--- src/rtl/fp_pkg.sv ---
// Shared widths, constants and stage payloads for the pipelined single-precision subtractor.
package fp_pkg;

    localparam int EXP_W   = 8;
    localparam int MANT_W  = 23;
    localparam int GUARD_W = 2;
    localparam int SIG_W   = MANT_W + 1;        // mantissa with hidden bit
    localparam int ALN_W   = SIG_W + GUARD_W;   // aligned mantissa width
    localparam int LZC_W   = 5;

    localparam logic [EXP_W-1:0] EXP_INF = 8'hFF;
    localparam logic [31:0]      QNAN    = 32'h7FC00000;

    // Unpacked operands after the magnitude swap
    typedef struct packed {
        logic               sign;
        logic [EXP_W-1:0]   exp;
        logic [EXP_W-1:0]   diff;
        logic [SIG_W-1:0]   mant_big;
        logic [SIG_W-1:0]   mant_lit;
        logic               eff_sub;
        logic               special;
        logic [31:0]        spec_val;
        logic               spec_ovf;
    } s1_t;

    // Raw sum / difference awaiting normalization
    typedef struct packed {
        logic               sign;
        logic [EXP_W-1:0]   exp;
        logic [ALN_W:0]     sum;
        logic               special;
        logic [31:0]        spec_val;
        logic               spec_ovf;
    } s2_t;

    // Denormals flush to a zero significand; normals get the hidden bit back.
    function automatic logic [SIG_W-1:0] f_sig(input logic [30:0] x);
        return (x[30:23] == '0) ? '0 : {1'b1, x[22:0]};
    endfunction

endpackage

--- src/rtl/fp_lzc26.sv ---
// Leading-zero counter for the 26-bit aligned mantissa; all-zero input yields 26.
module fp_lzc26 (
    input  logic [25:0] i_val,
    output logic [4:0]  o_cnt
);

    always_comb begin
        o_cnt = 5'd26;
        // Ascending scan so the highest set bit has the final say
        for (int i = 0; i < 26; i++) begin
            if (i_val[i]) o_cnt = 5'(25 - i);
        end
    end

endmodule

--- src/rtl/fp_subtractor.sv ---
// Three-stage valid/ready IEEE-754 single subtractor (out = a - b), truncating, denormals flushed.
module fp_subtractor
    import fp_pkg::*;
(
    input  logic        clk,
    input  logic        rst_n,
    input  logic        in_valid,
    output logic        in_ready,
    input  logic [31:0] a,
    input  logic [31:0] b,
    output logic        out_valid,
    input  logic        out_ready,
    output logic [31:0] out,
    output logic        overflow
);

    logic [3:1]  r_vld_pipe;
    s1_t         r_s1;
    s2_t         r_s2;
    logic [31:0] r_out;
    logic        r_ovf;

    logic w_adv1, w_adv2, w_adv3;

    // ---------------- S1: unpack, swap, specials ----------------
    logic [31:0] w_b_neg, w_big, w_lit;
    logic        w_a_inf, w_b_inf, w_swap;
    s1_t         w_s1;

    assign w_b_neg = {~b[31], b[30:0]};
    assign w_a_inf = (a[30:23] == EXP_INF);
    assign w_b_inf = (b[30:23] == EXP_INF);
    assign w_swap  = (b[30:0] > a[30:0]);
    assign w_big   = w_swap ? w_b_neg : a;
    assign w_lit   = w_swap ? a : w_b_neg;

    always_comb begin
        w_s1          = '0;
        w_s1.sign     = w_big[31];
        w_s1.exp      = w_big[30:23];
        w_s1.diff     = w_big[30:23] - w_lit[30:23];
        w_s1.mant_big = f_sig(w_big[30:0]);
        w_s1.mant_lit = f_sig(w_lit[30:0]);
        w_s1.eff_sub  = w_big[31] ^ w_lit[31];
        // Infinity handling outranks bitwise equality so inf - inf still yields NaN
        if (w_a_inf && w_b_inf) begin
            w_s1.special  = 1'b1;
            w_s1.spec_val = (a[31] == b[31]) ? QNAN : a;
            w_s1.spec_ovf = 1'b1;
        end else if (w_a_inf) begin
            w_s1.special  = 1'b1;
            w_s1.spec_val = a;
            w_s1.spec_ovf = 1'b1;
        end else if (w_b_inf) begin
            w_s1.special  = 1'b1;
            w_s1.spec_val = {~b[31], EXP_INF, {MANT_W{1'b0}}};
            w_s1.spec_ovf = 1'b1;
        end else if (a == b) begin
            w_s1.special  = 1'b1;
            w_s1.spec_val = '0;
            w_s1.spec_ovf = 1'b0;
        end
    end

    // ---------------- S2: align and add/subtract ----------------
    logic [ALN_W-1:0] w_big_al, w_lit_al;
    s2_t              w_s2;

    assign w_big_al = {r_s1.mant_big, {GUARD_W{1'b0}}};
    assign w_lit_al = (r_s1.diff >= 8'd26) ? '0 : ({r_s1.mant_lit, {GUARD_W{1'b0}}} >> r_s1.diff);

    always_comb begin
        w_s2          = '0;
        w_s2.sign     = r_s1.sign;
        w_s2.exp      = r_s1.exp;
        w_s2.special  = r_s1.special;
        w_s2.spec_val = r_s1.spec_val;
        w_s2.spec_ovf = r_s1.spec_ovf;
        // big >= little by construction, so the difference never goes negative
        if (r_s1.eff_sub) w_s2.sum = {1'b0, w_big_al} - {1'b0, w_lit_al};
        else              w_s2.sum = {1'b0, w_big_al} + {1'b0, w_lit_al};
    end

    // ---------------- S3: normalize, truncate, range check ----------------
    logic [LZC_W-1:0]  w_lzc;
    logic [ALN_W-1:0]  w_norm;
    logic signed [9:0] w_exp_n;
    logic [31:0]       w_res;
    logic              w_res_ovf;
    logic              w_unused_bits;

    fp_lzc26 u_lzc (
        .i_val (r_s2.sum[ALN_W-1:0]),
        .o_cnt (w_lzc)
    );

    assign w_norm  = r_s2.sum[ALN_W] ? r_s2.sum[ALN_W:1] : (r_s2.sum[ALN_W-1:0] << w_lzc);
    assign w_exp_n = r_s2.sum[ALN_W] ? $signed({2'b00, r_s2.exp}) + 10'sd1
                                     : $signed({2'b00, r_s2.exp}) - $signed({5'b00000, w_lzc});
    assign w_unused_bits = ^{w_norm[ALN_W-1], w_norm[GUARD_W-1:0]};

    always_comb begin
        w_res     = {r_s2.sign, w_exp_n[7:0], w_norm[ALN_W-2:GUARD_W]};
        w_res_ovf = 1'b0;
        if (r_s2.special) begin
            w_res     = r_s2.spec_val;
            w_res_ovf = r_s2.spec_ovf;
        end else if (r_s2.sum == '0 || w_exp_n <= 10'sd0) begin
            w_res     = '0;
        end else if (w_exp_n >= 10'sd255) begin
            w_res     = {r_s2.sign, EXP_INF, {MANT_W{1'b0}}};
            w_res_ovf = 1'b1;
        end
    end

    // ---------------- handshake and stage registers ----------------
    assign w_adv3   = !r_vld_pipe[3] | out_ready;
    assign w_adv2   = !r_vld_pipe[2] | w_adv3;
    assign w_adv1   = !r_vld_pipe[1] | w_adv2;
    assign in_ready = w_adv1;

    always_ff @(posedge clk or negedge rst_n) begin
        if (!rst_n) begin
            r_vld_pipe <= '0;
            r_s1       <= '0;
            r_s2       <= '0;
            r_out      <= '0;
            r_ovf      <= 1'b0;
        end else begin
            if (w_adv1) begin
                r_vld_pipe[1] <= in_valid;
                if (in_valid) r_s1 <= w_s1;
            end
            if (w_adv2) begin
                r_vld_pipe[2] <= r_vld_pipe[1];
                if (r_vld_pipe[1]) r_s2 <= w_s2;
            end
            if (w_adv3) begin
                r_vld_pipe[3] <= r_vld_pipe[2];
                if (r_vld_pipe[2]) begin
                    r_out <= w_res;
                    r_ovf <= w_res_ovf;
                end
            end
        end
    end

    assign out_valid = r_vld_pipe[3];
    assign out       = r_out;
    assign overflow  = r_ovf;

endmodule

--- config.mk ---
export PLATFORM = sky130hd
export DESIGN_NAME = fp_subtractor
export DESIGN_NICKNAME = d
export VERILOG_FILES = /design/src/rtl/fp_pkg.sv /design/src/rtl/fp_lzc26.sv /design/src/rtl/fp_subtractor.sv
export SDC_FILE = /design/constraint.sdc
export NUM_CORES = 1
export LEC_CHECK = 0
export CAP_MARGIN = 10
export CORE_MARGIN = 2
export CORE_UTILIZATION = 61
export CTS_CLUSTER_DIAMETER = 30
export DETAILED_ROUTE_END_ITERATION = 8
export PLACE_DENSITY_LB_ADDON = 0.2
export SETUP_SLACK_MARGIN = 0.4
export SYNTH_ARGS = -nofsm -noshare
export SYNTH_HDL_FRONTEND = slang
export SYNTH_SLANG_ARGS = --single-unit
export TNS_END_PERCENT = 5
--- constraint.sdc ---
create_clock -name clk -period 6 [get_ports clk]
set_clock_uncertainty 0.1 [all_clocks]
set_input_delay 1.2 -clock clk [delete_from_list [all_inputs] [get_ports clk]]
set_output_delay 1.2 -clock clk [all_outputs]
set_load 0.02 [all_outputs]
==> changes_impl.md <==
### Implementation results

- Status: finished, final reports clean
- Number of cell instances on the worst register-to-register path: 20
- Number of cells produced by synthesis: 1993
- Floorplan Nets: 2153
- Power consumption: 8.39 mW
- Top-Level Pins: 103
- Residual DRC count: 0
- Nonclk buf count: 149
- Multiplexer area fraction after synthesis: 0.0812
- Wire length of the first global-routing pass: 82600 um
- Min-Delay Path Class: reg -> reg
- Worst IR drop on VDD: 0.363 mV
- GRT met2 Usage: 0.607
- Critical Path Source: r_s1[83]
- Fraction of synthesized cell area taken by the top area cell type: 0.325
- Post-synth seq share: 0.325
- Count of instances resized after the clock tree is built: 0
- WP depth: 20
- Most repeated cell in the gate-level netlist after synthesis: sky130_fd_sc_hd__nand2_1
- Power per Cell Area: 448 nW/um^2
- Placeable core region: 25800 um^2
- Number of buffers added for setup after CTS: 0
- Cell Count Post-Placement: 2346
- Tapcells inserted: 335
- Number of cells in the yosys synthesis report: 1993
- Combined area of all synthesized cells: 15900 um^2
- Cell with the most instances on the worst path: sky130_fd_sc_hd__o21ai_0
- Clock tree buffer depth: 3
- Layout cell share with drive strength beyond 1: 0.0928
- Count of flip-flops with a built-in enable after synthesis: 0
- Adder-cell share of the synthesized area: 0.0735
- Largest driver fanout on the critical path: 16
- Inverter count: 106
- Number of buffers inserted by hold repair at cts: 0
- Core Util, Final: 0.727
- CP max stage delay: 0.56 ns
- Multi-input combinational gate total: 1550
- Tally of yosys warning messages: 0
- Pre-Place Util: 0.616
- TritonCTS clock tree: done
- Sort of element at the start of the critical path: flip-flop
- GPL Wtd Cong: 1.01
- Setup ws final: 0.727 ns
- Clock network latency to the later pin of the worst-skew pair: 0.54 ns
- Number of CTS-inserted buffers: 43
- Number of buffer and inverter stages on the critical path: 1
- #FFs+latches synth: 206
- Post-layout period usage of the worst path: 0.879
- Maximum number of pins on one net before global-route repair: 117
- Clock buffer instance count of the final layout: 47
- Reg-to-reg slack, setup: 0.73 ns
- Data arrival time of the critical path: 5.54 ns
- Worst relative slew slack: 0.332
- Placed cell areas: 17200 um^2
- Area fraction in compound gates: 0.238
- Top logic cell family in the synthesized netlist: AND-OR/OR-AND gates
- Path type of the worst setup path: reg -> reg
- Grt ovf: 0
- Area added between synthesis and finish: 18.1%
- Final total negative setup slack: 0 ns
- Hold Vio Cnt, Final: 0
- Sequential cell area: 5160 um^2
- Xor and xnor fraction of the mapped netlist area: 0.0166
- Cell type taking the most area: combinational gates
- Hold Path Cell Cnt: 2
- Combinational gate area: 9810 um^2
- Data required time of the critical path: 6.27 ns
- Transition time of the tightest slew-check pin: 0.998 ns
- Final Critical Period: 5.27 ns
- Detailed-route vias per instance: 6.58
- Static leakage: 8.55 nW
- Worst-case setup slack after placement: 0.373 ns
- Final Slew Violations: 0
- Distinct cell type count of the synthesized netlist: 90
- Unrepaired setup endpoints after global routing: false
- Number of buffers inserted by port buffering: 102
- H-tree level count: 2
- Final Net Count: 2216
- Worst flop-to-flop path startpoint: r_s1[83]
- Dominant Register Cell: sky130_fd_sc_hd__dfrtp_1
- Count of max-cap constraint violations: 0
- Most frequent cells after synthesis: sky130_fd_sc_hd__nand2_1 (329), sky130_fd_sc_hd__dfrtp_1 (206), sky130_fd_sc_hd__o21ai_0 (170)
- Met1 track utilization from global routing: 0.532
- Antenna violations before repair: 3
- Tool Warnings: 54
- Share of final layout cell area taken by clock buffers and inverters: 0.0816
- End of the worst register-to-register path: r_s2[51]
- Placed wire-length estimate: 39500 um
- Endpoint kind of the worst setup timing path: flip-flop
- Global routing usage on met3: 0.0627
- Detail Route Antenna Nets: 0
- Total non-filler cell area in the finished layout: 18700 um^2
- Async set or reset register ratio after synthesis: 1.00
- Cell with the largest stage delay on the worst path: sky130_fd_sc_hd__dfrtp_2
- End point of the most critical hold path: r_s2[69]
- Antenna fix cells: 2
- Average instance area after synthesis: 7.96 um^2
- Crit path to: r_s2[51]
- Layer carrying the most global-route usage: met2
- Total setup violations reported at the end of the flow: 0
- Cell Chain, Critical Path: buf_12, mux2_2, nand2_1, nor2_1, a21oi_1, a211oi_1, a21oi_1, nor2_1, o21ai_0, ha_1, nand2b_1, a221oi_1, o221a_2, o21ai_0, o21bai_1, a21oi_1, o21ai_0, a2bb2oi_1, xnor2_1, o21ai_0
- CTS Sinks: 206
- Most frequent cells in the layout: sky130_fd_sc_hd__nand2_1 (327), sky130_fd_sc_hd__dfrtp_1 (205), sky130_fd_sc_hd__o21ai_0 (170), sky130_fd_sc_hd__nor2_1 (164), sky130_fd_sc_hd__a21oi_1 (153)
- Yosys synthesis chip area: 15900 um^2
- Highest clock frequency the design can meet: 0.190 GHz
- Die span in x: 165 um
- Cell family with most CP delay: AND-OR/OR-AND gates
- Clock root buffer: sky130_fd_sc_hd__clkbuf_16
- Number of global-route vias before repair: 14783
- Filler instances: 2024
- Simple-gate area share of the yosys netlist: 0.208
- Final-layout non-clock buffer area share: 0.0755
- Top cells by area, synth: sky130_fd_sc_hd__dfrtp_1 (32%), sky130_fd_sc_hd__nand2_1 (7.8%), sky130_fd_sc_hd__ha_1 (7.1%), sky130_fd_sc_hd__o21ai_0 (5.4%), sky130_fd_sc_hd__mux2i_1 (5.0%)
- Hold_sp: r_s1[99]
- Clock slew at the register clock pins of the worst setup and hold paths: 0.05 ns
- Floorplan die area: 27300 um^2
- Number of detailed-routing iterations run before antenna repair: 6
- Largest area contributor in the netlist: sky130_fd_sc_hd__dfrtp_1
- Detailed Route Iter0 Violations: 2009
- Height of the die: 165 um
metal layers:
metal | wire [um] | share of wire
met5 | 12 | 0.00022
met2 | 24100 | 0.45
met3 | 4880 | 0.091
met4 | 3110 | 0.058
met1 | 21600 | 0.40
registers in the layout, indices dropped and copies added (netlist names):
name,flops
r_s1,100
r_s2,70
out,32
r_vld_pipe,3
overflow,1
where the power goes:
part | leakage [nW] | total (mW) | switching (mW) | internal, mW
Clock | 0.750 | 2.47 | 0.862 | 1.61
Combinational | 5.17 | 3.78 | 2.27 | 1.51
Sequential | 2.63 | 2.14 | 0.465 | 1.68
Total | 8.55 | 8.39 | 3.59 | 4.79
cell families after synthesis:
family	count (synthesis)
compound gates	588
xor+xnor	30
fa+ha+maj	92
buf+inv	237
flops	206
mux	112
simple gates	728
==> images/metal_density.png <==
Scale: 1.5 px per um. The die is cut into 33 by 33 equal tiles; dark purple is low, yellow is high, scaled to the fullest tile. Values are wire area over tile area, all layers added.
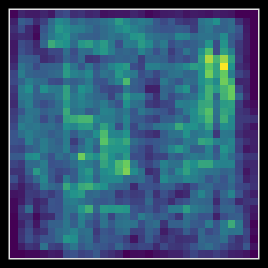
nearly empty tiles: 2.5%
mean over tiles: 0.34
tiles over half the peak: 12%
fullest tile: 1.1
global-route total usage across every layer: 0.392
routed length per placed instance: 22.1 um
via count: 15985
final routed wirelength across all metal layers: 53800 um

==> images/detail.png <==
Region (68, 68) to (98, 98) um. Cells in grey, sequential cells in the stronger grey; small squares are vias.
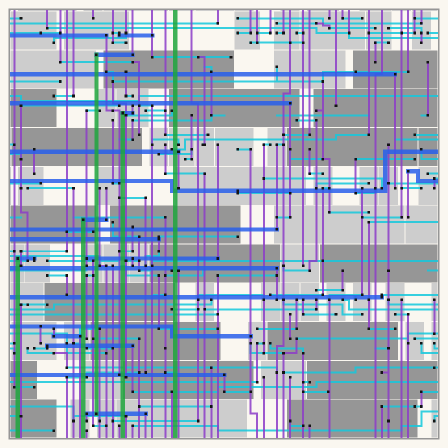
| layer | colour |
|---|---|
| metal 3 | blue |
| metal 1 | cyan |
| metal 4 | green |
| metal 2 | purple |
cells with their middle in the window: 62
sequential cells in the window: 16
netlist names of flops here include: r_s1 (10), r_s2 (6)
most frequent: nand2_1 (22), dfrtp_1 (16), o21ai_0 (7)

==> images/logic_types.png <==
Scale: 2 px per um.
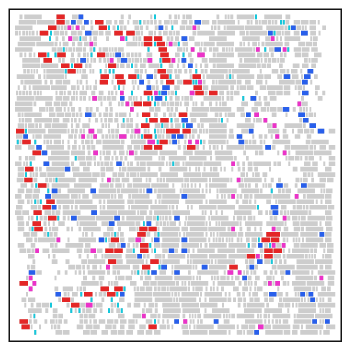
| family | colour | cells |
|---|---|---|
| non-inverting ao/oa cells | blue | 96 |
| inv cells | cyan | 106 |
| fa/ha/maj cells | red | 92 |
| and/or cells | magenta | 66 |
commonest non-fill, non-tap cell in the layout: sky130_fd_sc_hd__nand2_1
number of non-filler instances in the completed layout: 2428
logic gate fraction of the total cell area: 0.524

==> images/wires.png <==
Scale: 2 px per um. Only two layers are drawn.
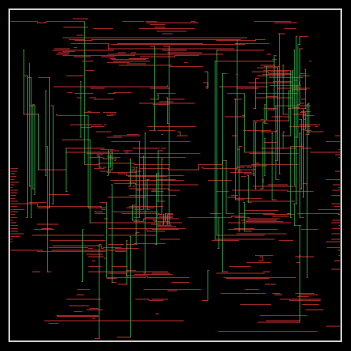
| layer | colour | wire length |
|---|---|---|
| metal 4 | green | 3110 um |
| metal 3 | red | 4880 um |

==> images/placement.png <==
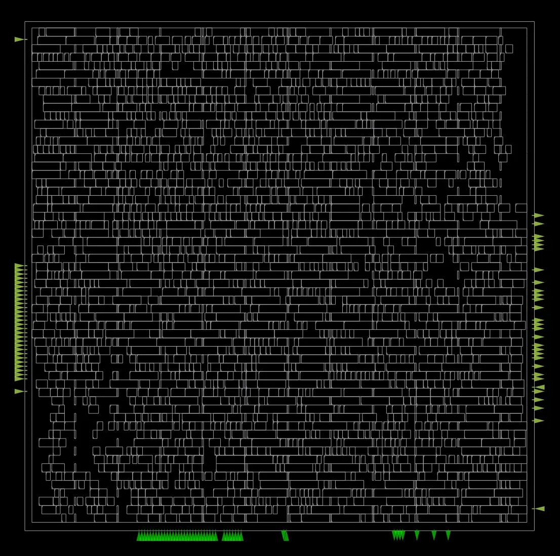
fraction of area in registers: 0.275
row count: 59

Power is estimated from default activity; no workload was simulated.
